## config.mk

```make
export PLATFORM = sky130hd
export DESIGN_NAME = piso_word_tx
export DESIGN_NICKNAME = d
export VERILOG_FILES = /design/src/rtl/piso_word_tx_pkg.sv /design/src/rtl/piso_word_tx_counter.sv /design/src/rtl/piso_word_tx.sv
export SDC_FILE = /design/constraint.sdc
export NUM_CORES = 1
export LEC_CHECK = 0
export CORE_AREA = 2 2 39 41
export DETAILED_ROUTE_END_ITERATION = 10
export DIE_AREA = 0 0 41 43
export GPL_ROUTABILITY_DRIVEN = 0
export HOLD_SLACK_MARGIN = 0.1
export SETUP_SLACK_MARGIN = 0.2
export SYNTH_ARGS = -nofsm -noshare
export SYNTH_HDL_FRONTEND = slang
export SYNTH_SLANG_ARGS = --single-unit
```

## constraint.sdc

```tcl
create_clock -name clk -period 4.49 [get_ports clk]
set_clock_uncertainty 0.2 [all_clocks]
set_input_delay 0.449 -clock clk [delete_from_list [all_inputs] [get_ports clk]]
set_output_delay 0.449 -clock clk [all_outputs]
set_load 0.005 [all_outputs]
```

## src/rtl/piso_word_tx_pkg.sv

```systemverilog
// Shared definitions for the parallel-in/serial-out word transmitter:
// FSM state encoding and the bit-counter width helper.
package piso_word_tx_pkg;

  localparam logic ST_IDLE  = 1'b0;
  localparam logic ST_SHIFT = 1'b1;

  // Counter width for a modulo-n count 0..n-1; never narrower than one bit.
  function automatic int cnt_width(input int n);
    return (n < 2) ? 1 : $clog2(n);
  endfunction

endpackage

```

## src/rtl/piso_word_tx_counter.sv

```systemverilog
// Modulo-N bit counter with synchronous clear, count enable and a terminal-count
// flag at N-1. It saturates at N-1 rather than wrapping.
module mod_n_bit_counter
  import piso_word_tx_pkg::*;
#(
  parameter int N = 4,
  parameter int W = cnt_width(N)
) (
  input  logic         clk,
  input  logic         reset,
  input  logic         clear,
  input  logic         enable,
  output logic [W-1:0] cnt,
  output logic         tc
);

  localparam logic [W-1:0] TC_VAL = W'(N - 1);

  logic [W-1:0] cnt_r;
  logic         tc_s;

  assign tc_s = (cnt_r == TC_VAL);

  // Count register: reset and clear win over enable; hold at terminal count.
  always_ff @(posedge clk) begin
    if (reset) begin
      cnt_r <= {W{1'b0}};
    end else if (clear) begin
      cnt_r <= {W{1'b0}};
    end else if (enable && !tc_s) begin
      cnt_r <= cnt_r + W'(1);
    end else begin
      cnt_r <= cnt_r;
    end
  end

  assign cnt = cnt_r;
  assign tc  = tc_s;

endmodule

```

## src/rtl/piso_word_tx.sv

```systemverilog
// Parallel-in/serial-out word transmitter: takes an N-bit word over a valid/ready
// handshake and streams it one bit per accepted beat, with zero-bubble back-to-back.
module piso_word_tx
  import piso_word_tx_pkg::*;
#(
  parameter int N         = 4,
  parameter int MSB_FIRST = 1
) (
  input  logic         clk,
  input  logic         reset,
  input  logic [N-1:0] din,
  input  logic         din_valid,
  output logic         din_ready,
  output logic         sout,
  output logic         sout_valid,
  input  logic         sout_ready,
  output logic         sout_last,
  output logic         busy,
  output logic         done
);

  localparam int             CNT_W    = cnt_width(N);
  localparam logic [CNT_W-1:0] LAST_IDX = CNT_W'(N - 1);

  logic             state_r;
  logic             state_next_s;
  logic [N-1:0]     sreg_r;
  logic [CNT_W-1:0] cnt_s;
  logic             tc_s;
  logic             done_r;
  logic             in_shift_s;
  logic             accept_s;
  logic             last_accept_s;
  logic             load_s;

  assign in_shift_s    = (state_r == ST_SHIFT);
  assign accept_s      = in_shift_s && sout_ready;
  assign last_accept_s = accept_s && tc_s;
  // A new word loads from IDLE, or in the same cycle the previous last bit leaves.
  assign load_s        = din_valid && ((state_r == ST_IDLE) || last_accept_s);

  mod_n_bit_counter #(
    .N (N),
    .W (CNT_W)
  ) u_bit_cnt (
    .clk    (clk),
    .reset  (reset),
    .clear  (load_s),
    .enable (accept_s),
    .cnt    (cnt_s),
    .tc     (tc_s)
  );

  // FSM state register.
  always_ff @(posedge clk) begin
    if (reset) begin
      state_r <= ST_IDLE;
    end else begin
      state_r <= state_next_s;
    end
  end

  // FSM next-state logic.
  always_comb begin
    state_next_s = state_r;
    case (state_r)
      ST_IDLE: begin
        if (din_valid) begin
          state_next_s = ST_SHIFT;
        end else begin
          state_next_s = ST_IDLE;
        end
      end
      ST_SHIFT: begin
        if (last_accept_s && !din_valid) begin
          state_next_s = ST_IDLE;
        end else begin
          state_next_s = ST_SHIFT;
        end
      end
      default: state_next_s = ST_IDLE;
    endcase
  end

  // Shift register: load a new word or advance one position per accepted beat.
  always_ff @(posedge clk) begin
    if (reset) begin
      sreg_r <= {N{1'b0}};
    end else if (load_s) begin
      sreg_r <= din;
    end else if (accept_s) begin
      if (MSB_FIRST != 0) begin
        sreg_r <= {sreg_r[N-2:0], 1'b0};
      end else begin
        sreg_r <= {1'b0, sreg_r[N-1:1]};
      end
    end else begin
      sreg_r <= sreg_r;
    end
  end

  // Completion pulse, dropped when reset aborts a word.
  always_ff @(posedge clk) begin
    if (reset) begin
      done_r <= 1'b0;
    end else begin
      done_r <= last_accept_s;
    end
  end

  // FSM outputs; sout is gated to 0 outside SHIFT so stale bits never show.
  always_comb begin
    din_ready  = 1'b0;
    sout_valid = 1'b0;
    busy       = 1'b0;
    sout       = 1'b0;
    sout_last  = 1'b0;
    case (state_r)
      ST_IDLE: begin
        din_ready = 1'b1;
      end
      ST_SHIFT: begin
        sout_valid = 1'b1;
        busy       = 1'b1;
        sout_last  = (cnt_s == LAST_IDX);
        din_ready  = sout_last && sout_ready;
        if (MSB_FIRST != 0) begin
          sout = sreg_r[N-1];
        end else begin
          sout = sreg_r[0];
        end
      end
      default: begin
        din_ready = 1'b0;
      end
    endcase
  end

  assign done = done_r;

endmodule

```

==> run notes, run 1 <==
From the run reports.

- The initial antenna violation count is 0.
- Summing over the stages, the warning tally comes to 26.
- The floorplan core density reads 31.5%.
- The part of the cycle the worst path needs is 54.5%.
- The layout report gives the multi-input gate share of total cell area as 42.9%.
- The total overflow left after global routing is 0.
- The area of all sequential standard cells is 160 µm².
- The critical-path cell with the highest stage delay is clkdlybuf4s50_1.
- According to the report, the first pass of detailed routing completed in 4 iterations.
- The synthesis-stage register bit count is 8.
- In this run the static leakage power is 0.241 nW.
- Sequential cells burn 48.4% of the power.
- For reference, the top cells by area after synthesis are dfxtp_1 (37%), a2111oi_1 (6.9%), mux2i_1 (6.9%).
- Post-CTS timing repair inserted 0 buffers for setup.
- Walking the worst path, the cells encountered are clkdlybuf4s50_1, a21bo_2, clkdlybuf4s50_1.
- The internal power component reads 0.123 mW.
- The cell total in the yosys stat output reads 48.
- The count of pins on the block boundary reads 14.
- The detailed placement HPWL is 644 µm.
- The worst setup path is captured at an output port.
- The number of tapcells is 16.
- Entering global routing, the biggest net connects 15 pins.
- The run finished with clean final reports.
- The multi-input combinational cell count is 37.
- The growth of design area from synthesis to finish is 35.3%.
- The type of the most critical hold path reads flop to flop.
- The largest delay contributor family on the critical path is buffers and inverters.
- The buffer and inverter count on the worst path is 2.
- The number of levels the H-tree was split into reads 1.
- The detailed-route wire length per cell reads 11.2 µm.
- The total wirelength of the detailed-routed design is 871 µm.
- The number of nets with antenna violations after detailed routing is 0.
- The number of global-route vias before repair is 324.
- Based on the critical path, the design can be clocked at up to 0.409 GHz.
- The sink count of the clock tree is 8.
- The relative slew slack is 73.8%.
- The biggest cell delay along the critical path reads 0.63 ns.
- In the finished design the tool counted flip-flops and latches totalling 8.
- The switching share of power is 24.4%.
- Per the layout report, the design carries 3 clock buffers.
- The final hold violation count is 0.
- The area of the mapped netlist is 435 µm².
- The total global routing track utilization is 12.7%.
- The pin slew with the least headroom to its limit is 0.392 ns.
- The total number of vias is 395.
- Per the final layout report, the fraction of cells sized above drive strength 1 comes to 8.06%.
- The number of clock buffers inserted by TritonCTS reads 3.
- Setup repair after global routing left no endpoint under its margin.
- The clock-pin slew on the worst setup and hold paths reads 0.06 ns.
- After the last flow step, the layout net total stands at 73.
- The area taken by multi-input combinational cells is reported as 253 µm².
- The largest area contributor in the netlist is dfxtp_1.
- The root buffer cell reads clkbuf_4.
- The classification of the worst setup path is input port to output port.
- The arrival time of data at the critical path endpoint reads 1.80 ns.
- The minimum clock period after layout is 2.45 ns.
- The CTS tree is yes.
- The post-cts hold buffer count reads 0.
- The total negative slack for setup checks reads 0 ns.
- The net switching power figure reads 0.0398 mW.
- The buffering overhead reads 22.1%.
- The tally of filler cells in the layout reads 150.
- The maximum fanout encountered on the critical timing path reads 9.
- The cell class ranked first by area reads logic gates.
- The sequential area share after synthesis is 36.8%.
- The global-route wire length before repair is 1390 µm.
- The clock passes through at most 2 buffers.
- The number of pins exceeding their max-slew limit in the final report reads 0.
- The number of maximum-capacitance constraint violations is 0.
- The area after detailed placement reads 567 µm².
- The cell repeated most along the worst path is clkdlybuf4s50_1.
- The count of buffers not belonging to the clock network in the layout is 13.
- The total power density per cell area reads 277 mW/mm².
- The count of inverters other than clock inverters in the layout is 1.
- The chip footprint is 0.00176 mm².
- The number of instances in the synthesized netlist reads 48.
- Per the post-synthesis stats, the area per cell is 9.07 µm².
- The post-route DRC violation count is 0.
- The area recorded from the Yosys report for this design is 435 µm².
- The nature of the critical path startpoint is an input port.
- The number of setup violations in the final report is 0.
- The count of instances resized after the clock tree is built reads 0.
- The fraction of power consumed by combinational cells is 17.5%.
- The post-synthesis net count reads 57.
- The total inserted antenna cells is 0.
- The final total power is 0.163 mW.
- The proportion of netlist area held by the largest area contributor is 36.8%.
- The netlist uses 21 different library cells.
- The critical path required time reads 3.84 ns.
- The relative area of clock buffers and inverters in the final design reads 3.82%.
- The starting DRC count in detailed routing is 8.
- Per the placement log, port buffering inserted 13 buffers.
- The post-detailed-route via-to-cell ratio reads 5.06.
- The number of synthesis warnings reads 0.
run 1: per-layer routing:
metal	vias up	global-route usage, %	share of wire [%]	routed length (µm)
li1	200	-	-	-
met1	179	15.1	45	393
met2	14	15.6	45	392
met3	2	7.85	7.8	68
met4	0	10.0	2.0	17
met5	-	0	0	0
run 1: metrics by stage:
stage / instances / worst slack (ns) / hold WS (ns) / utilization [%]
4_1_cts: 78 / 2.03 / 0.272 / 42.6
2_1_floorplan: 48 / 3.00 / 0.232 / -
3_3_place_gp: 75 / 2.04 / 0.257 / 41.0
6_report: 78 / 2.04 / 0.273 / 42.6
3_5_place_dp: 75 / 2.03 / 0.265 / 41.0
5_1_grt: 78 / 1.97 / 0.292 / 42.6
run 1: cells in the mapped netlist:
cell type,n
mux2i_1,3
and2_1,2
buf_4,1
a21oi_1,3
nand2_1,2
a2111oi_1,3
a21bo_2,1
nor2b_1,1
inv_1,1
nor3b_1,2
nor2_1,6
nand3_1,3
buf_6,1
nand2b_1,3
dfxtp_1,8
ha_1,1
or2b_1,2
o21ai_0,2
nand4b_1,1
mux2_4,1
a221oi_1,1
run 1: tightest hold or removal path: cells and delay by family (launching register included):
family | cells | cell delay [ns]
AOI/OAI and AO/OA | 1 | 0.05
and+or+nand+nor | 1 | 0.07
DFF | 1 | 0.30
run 1: power groups by stage:
stage / clock [mW] / combinational (mW) / sequential (mW)
after floorplan: 0 / 0.0167 / 0.0788
after global placement: 0 / 0.0289 / 0.0806
after detailed placement: 0 / 0.0287 / 0.0806
after CTS: 0.0574 / 0.0289 / 0.0790
after global routing: 0.0615 / 0.0320 / 0.0797
final: 0.0556 / 0.0285 / 0.0790
run 1: cells in the final DEF (no fill, tap or decap):
master | netlist | routed
clkdlybuf4s50_1 | 0 | 13
dfxtp_1 | 8 | 8
nor2_1 | 6 | 6
nand2b_1 | 3 | 3
mux2i_1 | 3 | 3
a2111oi_1 | 3 | 3
nand3_1 | 3 | 3
a21oi_1 | 3 | 3
clkbuf_4 | 0 | 3
and2_1 | 2 | 2
nand2_1 | 2 | 2
nor3b_1 | 2 | 2
o21ai_0 | 2 | 2
or2b_1 | 2 | 2
a21bo_2 | 1 | 1
nand4b_1 | 1 | 1
a221oi_1 | 1 | 1
mux2_4 | 1 | 1
inv_1 | 1 | 1
nor2b_1 | 1 | 1
ha_1 | 1 | 1
run 1: final timing paths:
check                                     start                endpoint  slack, ns  cells after the start
setup / recovery                     sout_ready               din_ready       2.04                      3
hold reg to reg          sreg_r[0]$_SDFFE_PP0P_  sreg_r[0]$_SDFFE_PP0P_       0.27                      2
setup reg to reg  u_bit_cnt.cnt[0]$_SDFFE_PP0P_  sreg_r[2]$_SDFFE_PP0P_       2.79                      4
hold / removal           sreg_r[0]$_SDFFE_PP0P_  sreg_r[0]$_SDFFE_PP0P_       0.27                      2
run 1: flip-flops by register name, indices dropped and copies added, names as in the netlist:
register	count
sreg_r	4
u_bit_cnt.cnt	2
done	1
in_shift_s	1
run 1: cells by family after synthesis:
kind of cell / share of synthesized area (%)
compound gates: 17.0
fa+ha+maj: 2.87
buf+inv: 5.17
flops: 36.8
mux: 10.3
simple gates: 27.9
==> run_1/pdn.png <==
Scale bar: 10 µm. Pins as bars on the die edge. Tap cells in gray.
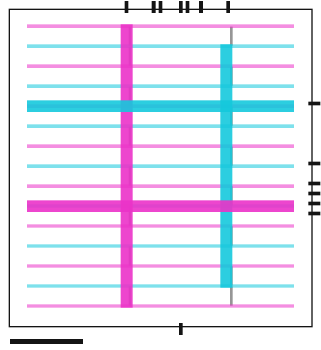
Cyan shows VDD. Magenta shows VSS.
The core has 14 rows. 16 tap cells. 15 met1 rails follow the rows. 2 straps on met5. 14 signal pins sit on the boundary.
largest voltage drop on the vdd net: 161 µV
die x size: 41 µm
die height: 43 µm
core area: 0.00138 mm²

==> run_1/cell_classes.png <==
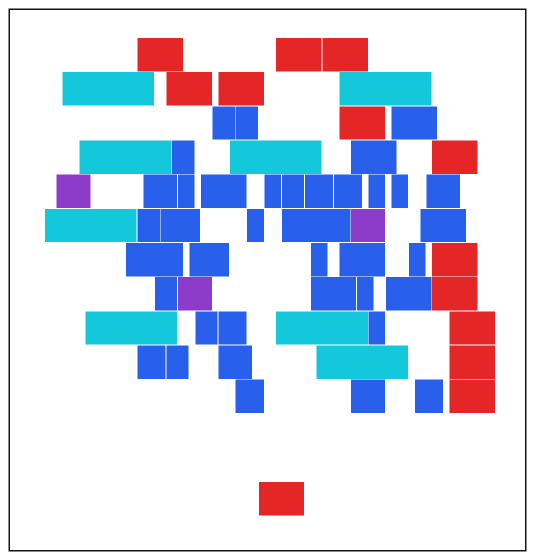
Blue shows all other logic, cells 38. Red shows other buffers and delay cells, cells 13. Purple shows cells driving clock nets, cells 3. Cyan shows flops, cells 8.
final non-filler cell area: 589 µm²
post-layout util: 42.6%
number of standard-cell rows in the floorplan: 14
flop share of the area: 27.2%

==> run_1/clock_map.png <==
Scale bar: 10 µm.
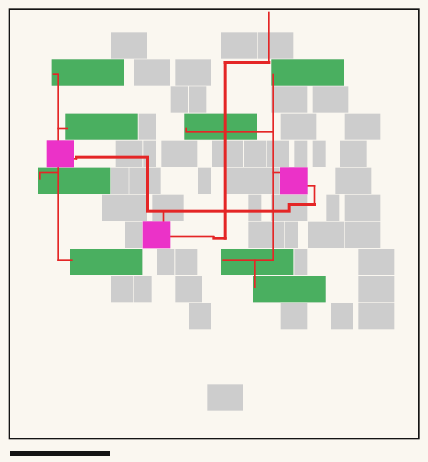
Magenta shows cells driving clock nets, count 3. Red shows clock wires, length 137 µm. Green shows flip-flops, count 8.
There are 4 routed clock nets.
total clock network power: 0.0556 mW
clock insertion delay at the later pin of the skew report: 0.26 ns
part of the total power dissipated in the clock network: 34.1%

==> run_1/metal_stack.png <==
Scale bar: 10 µm. Only two layers are drawn.
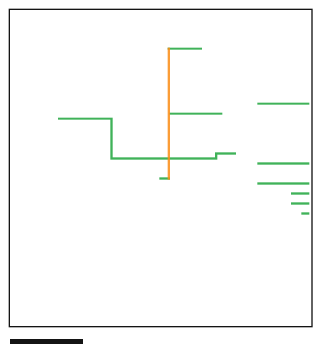

==> run 2, diff against run 1 <==
==> constraint.sdc (replaced) <==
create_clock -name clk -period 2.5 [get_ports clk]
set_clock_uncertainty 0.2 [all_clocks]
set_input_delay 0.25 -clock clk [delete_from_list [all_inputs] [get_ports clk]]
set_output_delay 0.25 -clock clk [all_outputs]
set_load 0.005 [all_outputs]
==> run_2/metal_stack.png <==
Scale bar: 10 µm. Only two layers are drawn.
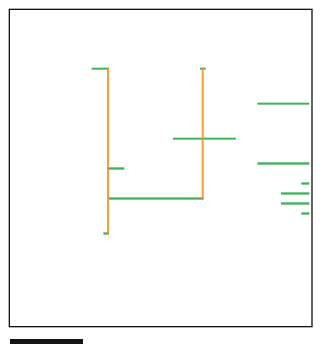
Green shows met3, wire length 47.9 µm. Orange shows met4, wire length 40.1 µm.
Vias: 408
mean routed wirelength per cell: 12.2 µm

==> run 2 against run 1 <==
Core utilization grew 0.54 points. Worst setup slack lost 1.6 ns. Sequential power grew about 80%. Final area grew 1.3%. Clock power grew 82%. Highest routed layer unchanged. Critical endpoint unchanged. Critical path depth is the same.
==> run notes, run 2 <==
From the run reports.

- The run finished with clean final reports.
- The count of pins on the block boundary is 14 (unchanged).
- The number of nets with antenna violations after detailed routing reads 0 (unchanged).
- The total negative slack for setup checks reads 0 ns (unchanged).
- The total power density per cell area reads 497 mW/mm² (+79%).
- The synthesis-stage register bit count is 8 (unchanged).
- The growth of design area from synthesis to finish is 37.1%.
- The number of global-route vias before repair was 342 (+5.6%).
- The largest area contributor in the netlist is dfxtp_1.
- By area the synthesized netlist is led by dfxtp_1 (37%), a2111oi_1 (6.9%), mux2i_1 (6.9%).
- The floorplan row count reads 14 (unchanged).
- The post-detailed-route via-to-cell ratio is 5.16 (+2.0%).
- The tightest hold margin came to 0.272 ns (-0.000842 ns).
- The library cell with the highest instance count after synthesis is dfxtp_1.
- The clock latency on the worst-skew pair is 0.25 ns (about the same).
- The proportion of netlist area held by the largest area contributor reads 36.8% (unchanged).
- The final hold violation count reads 0 (unchanged).
- The most used logic cell in the final layout reads clkdlybuf4s50_1.
- The floorplan core density reads 31.5% (unchanged).
- The sequential area share after synthesis reads 36.8% (unchanged).
- The cell total after placement was 76 (+1.3%).
- The buffer and inverter count on the worst path reads 1 (-1).
- The OpenROAD warning count was 26 (unchanged).
- The total global routing track utilization reads 13.5% (+0.79 points).
- The post-CTS setup buffer count is 0 (unchanged).
- The buffer levels on the longest clock path came to 2 (unchanged).
- The utilization of the core after routing is 43.1% (+0.54 points).
- The detailed placement HPWL is 682 µm (+5.9%).
- Setup repair after global routing left no endpoint under its margin.
- The total wirelength of the detailed-routed design was 964 µm (+11%).
- The number of instances in the synthesized netlist reads 48 (unchanged).
- The placeable core area came to 0.00138 mm² (unchanged).
- The register ranked first by flip-flop count reads sreg_r.
- The post-cts hold buffer count reads 0 (unchanged).
- The pin count of the biggest net entering global routing is 15 (unchanged).
- The root buffer cell reads clkbuf_4.
- TritonCTS built the clock tree.
- The area of the mapped netlist is 435 µm² (unchanged).
- The sink count of the clock tree reads 8 (unchanged).
- The largest delay contributor family on the critical path reads buffers and inverters.
- The number of nets at the end of the flow reads 74 (+1.4%).
- The number of pins exceeding their max-slew limit in the final report was 0 (unchanged).
- Hold analysis lists the worst path endpoint as sreg_r[0]$_SDFFE_PP0P_.
- The y dimension of the die is 43 µm (unchanged).
- The startpoint identified for the worst register-to-register timing path is u_bit_cnt.cnt[0]$_SDFFE_PP0P_.
- The post-route DRC violation count is 0 (unchanged).
- The leakage power summed over all cells is 0.246 nW (+2.0%).
- The chip footprint was 0.00176 mm² (unchanged).
- The part of the cycle the worst path needs is 83.6%.
- The classification of the worst setup path reads flop to output port.
- The report lists the cells along the critical path as ha_1, a21bo_2, clkdlybuf4s50_1.
- The global routing met2 resource utilization is 14.4% (-1.3 points).
- The most critical min-delay path falls under flop to flop.
- The pin slew with the least headroom to its limit came to 0.427 ns (+0.0350 ns).
- The starting DRC count in detailed routing reads 12 (+4).
- The aggregate global routing overflow is 0 (unchanged).
- The number of clock buffers inserted by TritonCTS is 3 (unchanged).
- The number of maximum-capacitance constraint violations reads 0 (unchanged).
- The count of instances resized after the clock tree is built reads 0 (unchanged).
- The worst-case register-to-register setup slack came to 0.81 ns (-1.98 ns).
- The worst setup path is captured at an output port.
- The number of synthesis warnings is 0 (unchanged).
- Per the hold report, the tightest min-delay path originates at sreg_r[0]$_SDFFE_PP0P_.
- The async set-reset flop share out of synthesis is 0% (unchanged).
- The critical-path cell with the highest stage delay reads clkdlybuf4s50_1.
- The end of the worst register-to-register path reads sreg_r[1]$_SDFFE_PP0P_.
- The biggest cell delay along the critical path was 0.50 ns (-0.13 ns).
- The most instantiated flip-flop cell in the synthesis netlist reads dfxtp_1.
- The share of cells above drive strength 1 reads 9.52% (+1.5 points).
- The maximum fanout encountered on the critical timing path is 8 (-1).
- The initial antenna violation count is 0 (unchanged).
- The global-route wire length before repair is 1480 µm (+7.0%).
- The length in cells of the worst reg-to-reg path reads 4 (unchanged).
- The global-route met3 utilization is 4.71% (-3.1 points).
- The post-synth tally of flip-flops with integrated enable is 0 (unchanged).
- The count of unique library cells instantiated by Yosys was 21 (unchanged).
- The quantity of I/O buffers inserted on ports is 13 (unchanged).
- The number of setup violations in the final report is 0 (unchanged).
==> run_2/pdn.png <==
Scale bar: 10 µm. Pins as bars on the die edge. Tap cells in gray.
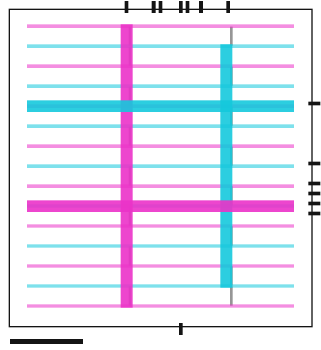
Cyan shows VDD. Magenta shows VSS.
15 met1 rails follow the rows. The core has 14 rows.
largest voltage drop on the vdd net: 229 µV

[run 2: kinds of logic after synthesis]
kind of cell               synth area share [%]
AOI/OAI and AO/OA                          17.0
adders and majority gates                  2.87
buffers and inverters                      5.17
DFF                                        36.8
muxes                                      10.3
and+or+nand+nor                            27.9
[run 2: worst max path at each step]
stage	from	end	slack [ns]	cells after the start
final	u_bit_cnt.cnt[0]$_SDFFE_PP0P_	din_ready	0.41	3
after global routing	u_bit_cnt.cnt[0]$_SDFFE_PP0P_	din_ready	0.29	3
after CTS	u_bit_cnt.cnt[0]$_SDFFE_PP0P_	din_ready	0.40	3
after detailed placement	sout_ready	din_ready	0.64	3
after global placement	sout_ready	din_ready	0.63	3
after floorplan	u_bit_cnt.cnt[0]$_SDFFE_PP0P_	sreg_r[3]$_SDFFE_PP0P_	1.01	4
[run 2: layout make-up]
cell class	count	area [µm²]
well taps	16	20.0
fillers	159	787
flip-flops and latches	8	160
repair buffers	14	138
inverters	1	3.75
multi-input cells	37	253
clock buffers	3	22.5
[run 2: where the power goes]
part | internal, mW | switching (mW) | total, mW
Combinational | 0.0322 | 0.0213 | 0.0535
Sequential | 0.135 | 0.00687 | 0.142
Clock | 0.0551 | 0.0459 | 0.101
[run 2: layer usage]
| metal | part of all wire [%] | wire length (µm) | vias up |
|---|---|---|---|
| met4 | 4.1 | 40 | 0 |
| met2 | 40 | 387 | 13 |
| met1 | 51 | 488 | 188 |
| li1 | - | - | 202 |
| met5 | 0 | 0 | - |
| met3 | 4.9 | 47 | 5 |
[run 2: through the flow]
step,instance area [µm²],power [mW],worst slack [ns]
floorplan,435,0.171,1.01
global placement,574,0.198,0.634
detailed placement,574,0.198,0.640
CTS,597,0.298,0.403
global route,597,0.315,0.292
finish,597,0.296,0.409
[run 2: worst min-delay path, cell delays in order (launching register included)]
cell,delay [ns]
dfxtp_1,0.31
nand3_1,0.06
a21oi_1,0.05
Power is estimated from default activity; no workload was simulated.
